[src/rtl/mips_pkg.sv]
// Shared MIPS front-end definitions: widths, opcodes and the fetch FSM state type.
package mips_pkg;

    localparam int XLEN = 32;
    localparam int OPW  = 6;

    localparam logic [OPW-1:0] OP_RTYPE = 6'h00;
    localparam logic [OPW-1:0] OP_LW    = 6'h23;
    localparam logic [OPW-1:0] OP_SW    = 6'h2B;
    localparam logic [OPW-1:0] OP_BEQ   = 6'h04;
    localparam logic [OPW-1:0] OP_ADDI  = 6'h08;
    localparam logic [OPW-1:0] OP_J     = 6'h02;

    typedef enum logic [1:0] {
        IDLE  = 2'd0,
        FETCH = 2'd1,
        ISSUE = 2'd2
    } fetch_state_e;

endpackage

[src/rtl/pc_next_logic.sv]
// Next-PC selection: jump beats taken branch, which beats sequential.
// Only the low 26 instruction bits ever contribute to a target.
module pc_next_logic
    import mips_pkg::*;
(
    input  logic [XLEN-1:0] pc,
    input  logic [25:0]     instr,
    input  logic            pcsrc,
    input  logic            jump,
    output logic [XLEN-1:0] pc_plus4,
    output logic [XLEN-1:0] next_pc
);

    logic [XLEN-1:0] w_br_off;
    logic [XLEN-1:0] w_br_target;
    logic [XLEN-1:0] w_j_target;

    assign pc_plus4    = pc + 32'd4;
    assign w_br_off    = {{14{instr[15]}}, instr[15:0], 2'b00};
    assign w_br_target = pc_plus4 + w_br_off;
    assign w_j_target  = {pc_plus4[31:28], instr[25:0], 2'b00};

    always_comb begin
        next_pc = pc_plus4;
        if (jump)
            next_pc = w_j_target;
        else if (pcsrc)
            next_pc = w_br_target;
    end

endmodule

[src/rtl/fetch_unit.sv]
// Instruction-fetch stage: requests one word per instruction, holds it for the
// decoder until the datapath reports completion, then advances the PC.
module fetch_unit
    import mips_pkg::*;
#(
    parameter logic [31:0] RESET_PC = 32'h0000_0000,
    parameter int          TIMEOUT  = 16
) (
    input  logic            clk,
    input  logic            reset,
    output logic            imem_req,
    output logic [XLEN-1:0] imem_addr,
    input  logic            imem_ready,
    input  logic [XLEN-1:0] imem_rdata,
    output logic [XLEN-1:0] instr,
    output logic [OPW-1:0]  op,
    output logic [OPW-1:0]  funct,
    output logic            instr_valid,
    input  logic            pcsrc,
    input  logic            jump,
    input  logic            exec_done,
    output logic [XLEN-1:0] pc,
    output logic [XLEN-1:0] pc_plus4,
    output logic [31:0]     instr_count,
    output logic            fetch_err
);

    localparam int              CW       = $clog2(TIMEOUT + 1);
    localparam logic [CW-1:0]   TMO_MAX  = CW'(TIMEOUT);
    localparam logic [XLEN-1:0] PC_RESET = RESET_PC & ~32'd3;

    fetch_state_e    r_state;
    fetch_state_e    w_state_next;
    logic [XLEN-1:0] r_pc;
    logic [XLEN-1:0] r_instr;
    logic [31:0]     r_count;
    logic [CW-1:0]   r_tmo_cnt;
    logic            r_fetch_err;
    logic [XLEN-1:0] w_next_pc;

    pc_next_logic u_pc_next (
        .pc       (r_pc),
        .instr    (r_instr[25:0]),
        .pcsrc    (pcsrc),
        .jump     (jump),
        .pc_plus4 (pc_plus4),
        .next_pc  (w_next_pc)
    );

    always_ff @(posedge clk) begin
        if (!reset)
            r_state <= IDLE;
        else
            r_state <= w_state_next;
    end

    always_comb begin
        w_state_next = r_state;
        case (r_state)
            IDLE:    w_state_next = FETCH;
            FETCH:   if (imem_ready) w_state_next = ISSUE;
            ISSUE:   if (exec_done)  w_state_next = FETCH;
            default: w_state_next = IDLE;
        endcase
    end

    always_comb begin
        imem_req    = (r_state == FETCH);
        instr_valid = (r_state == ISSUE);
    end

    // The timeout counter saturates so a stuck request keeps the flag set without wrapping.
    always_ff @(posedge clk) begin
        if (!reset) begin
            r_pc        <= PC_RESET;
            r_instr     <= '0;
            r_count     <= '0;
            r_tmo_cnt   <= '0;
            r_fetch_err <= 1'b0;
        end else begin
            case (r_state)
                FETCH: begin
                    if (imem_ready) begin
                        r_instr   <= imem_rdata;
                        r_tmo_cnt <= '0;
                    end else if (r_tmo_cnt != TMO_MAX) begin
                        r_tmo_cnt <= r_tmo_cnt + 1'b1;
                        if (r_tmo_cnt == TMO_MAX - 1'b1)
                            r_fetch_err <= 1'b1;
                    end
                end
                ISSUE: begin
                    if (exec_done) begin
                        r_pc    <= w_next_pc;
                        r_count <= r_count + 32'd1;
                    end
                end
                default: ;
            endcase
        end
    end

    assign imem_addr   = r_pc;
    assign pc          = r_pc;
    assign instr       = r_instr;
    assign op          = r_instr[31:26];
    assign funct       = r_instr[5:0];
    assign instr_count = r_count;
    assign fetch_err   = r_fetch_err;

endmodule

[config.mk]
export PLATFORM = sky130hd
export DESIGN_NAME = fetch_unit
export DESIGN_NICKNAME = d
export VERILOG_FILES = /design/src/rtl/mips_pkg.sv /design/src/rtl/pc_next_logic.sv /design/src/rtl/fetch_unit.sv
export SDC_FILE = /design/constraint.sdc
export NUM_CORES = 1
export LEC_CHECK = 0
export CAP_MARGIN = 0
export CORE_MARGIN = 2
export CORE_UTILIZATION = 52
export CTS_CLUSTER_SIZE = 12
export DETAILED_ROUTE_END_ITERATION = 7
export HOLD_SLACK_MARGIN = 0.12
export PLACE_DENSITY_LB_ADDON = 0.05
export REMOVE_ABC_BUFFERS = 1
export SLEW_MARGIN = 10
export SYNTH_ARGS = -nofsm -noshare
export SYNTH_HDL_FRONTEND = slang
export SYNTH_SLANG_ARGS = --single-unit
[constraint.sdc]
create_clock -name clk -period 6.57 [get_ports clk]
set_input_delay 1.314 -clock clk [delete_from_list [all_inputs] [get_ports clk]]
set_output_delay 1.314 -clock clk [all_outputs]
set_load 0.05 [all_outputs]
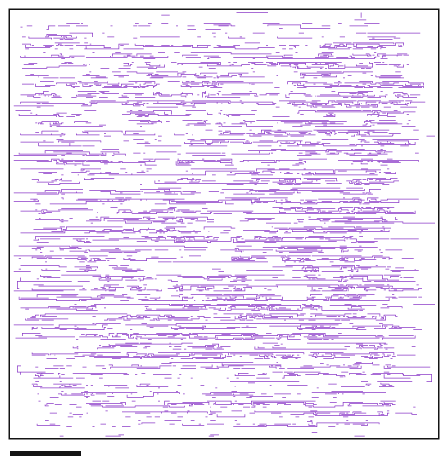
layer_met1.png
Scale bar: 20 µm.
longest straight run: 46.5 µm
main direction: horizontal
wire length on this layer: 9220 µm

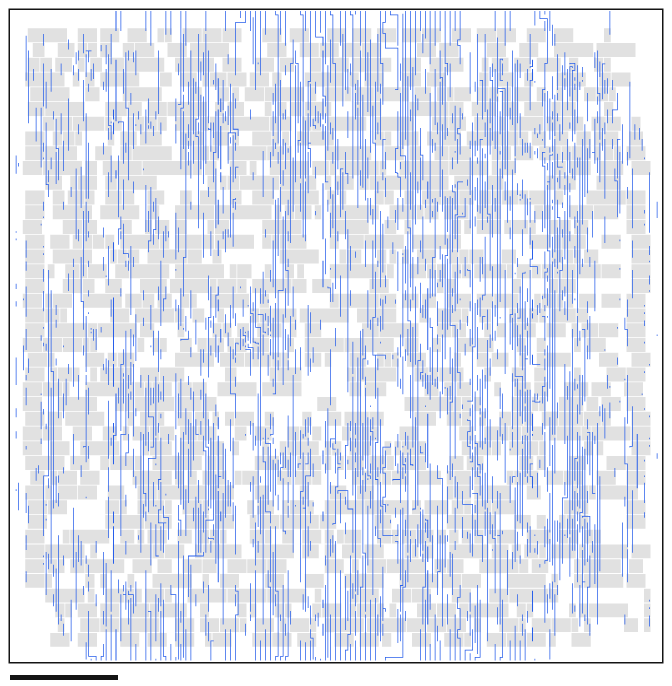
layer_met2.png
Scale bar: 20 µm.
share of all routed wire: 46%
nets with wire on the layer: 948
main direction: vertical
wire length on this layer: 9400 µm
GRT met2 Usage: 45.81%
via count: 7054
final wirelength: 20.39 mm

==> reports/metrics.cfg <==
[status]
status = completed

[synth]
mux_share_pct = 1.460
synth_stat.cells = 909
synth.avg_cell_area_um2 = 7.732
ys.flops = 102
synth_cell_type_count = 73
yosysWarnings = 0
top_cells_by_count = nand2_1, dfxtp_1, a21oi_1
top_cell_area_share_pct = 29.05
area_leaders = dfxtp_1, ha_1, nand2_1
edf_count = 0
syn_inst = 909
simple_gate_share_pct = 24.21
top_logic_kind = simple AND/OR/NAND/NOR gates
top_area_cell = dfxtp_1
synth-adder-area-share_pct = 7.406
ys_seq_share_pct = 29.05
async_flop_share_pct = 0
ys_area_mm2 = 0.007028
syn_area_mm2 = 0.007028

[power_and_ir_drop]
p_sw_share_pct = 31.01
power.switching_mw = 0.4558
p_per_area_mw_per_mm2 = 159.5
leakage_nw = 3.559
p_int_mw = 1.014
seq_power_share_pct = 44.1
pg_clk_mw = 0.545

[hold_path]
min_delay_path_depth = 2
min_delay_worst_endpoint = instr[19]
holdCritStartpoint = instr[19]
hold_class = register to register

[critical_path]
cp-end-kind = output port
path_class = register to output port
setup.worst_path.start = imem_addr[2]
r2r-start = imem_addr[2]
r2r-end = imem_addr[27]
endpoint = pc_plus4[26]
cp_max_fo = 9

[run]
warning_count = 32

[clocking]
holdBufCountCts = 0
cts.clk_slew.worst_paths_ns = 0.07
max-clock-path-buffers = 2
clock_latency_ns = 0.36
cts_htree_levels = 3
cts_buffers = 9
cts_num_sinks = 102

[sta]
fmax_mhz = 194.0
slew_headroom_pct = 20.06
finalClockSkew_ns = 0.01578
period_minus_slack_ns = 5.154
worst_slack_ns = 1.416
worstMarginPinSlew_ns = 1.196

[global_routing]
grt_use_met3_pct = 4.906
busiest_layer = met2
first_global_vias = 6483
antenna_found_initial = 0
grt_pass1_wl_mm = 32.73
use_met1_pct = 37.15
globalRouteOverflowTotal = 0
grt_usage_pct = 27.97

[cells_and_area]
nFillCells = 1174
areaGrowthSynthToFinish_pct = 31.07
fin_nets = 1139
antennaDiodeCount = 0
lay_top_count = clkdlybuf4s50_1
logic_area_mm2 = 0.004422
instances_no_fill = 1241
finalInstanceArea_mm2 = 0.009211
lay_top_cells = clkdlybuf4s50_1, nand2_1, dfxtp_1

[placed_design]
pre_cts_slack_ns = 1.835
place_inst = 1225
portBuffers = 206
place_hpwl_mm = 14.96
gp_congestion = 0.9541

[floorplan]
chipArea_mm2 = 0.01446
initCoreUtil_pct = 53.07
fp-row-count = 42
die_x_um = 120.3
coreArea_mm2 = 0.01324

[detailed_routing]
firstDrtPassIters = 5
highest_layer = met4
drc = 0
met3_length_mm = 1.338
wl_met1_mm = 9.216
route.met2.wl_mm = 9.395
drtIter0Drc = 581

==> cell families (layout without fill, tap and decap cells) <==
logic type	after synthesis	count (layout)
AND-OR/OR-AND	236	236
buffers and inverters	106	257
other	1	6
AND/OR/NAND/NOR	348	348
flip-flops	102	102
multiplexers	10	10
adder cells (fa/ha/maj)	41	41
XOR/XNOR	65	65
==> layout make-up <==
class	instances	share of cell area [%]
inverter	26	1.059
clock inverter	5	0.5162
clock buffer	11	2.744
tap	176	2.391
multi-input combinational	706	48.00
sequential	102	22.17
timing repair buffer	215	23.12
==> worst max-delay path, stage by stage, from the launching register on <==
cell and delay [ns]:
dfxtp_1 0.49, ha_1 0.27, nand4_1 0.29, or3_1 0.56
nor3_1 0.50, nand3_1 0.16, xnor2_1 0.34, clkdlybuf4s50_1 0.87
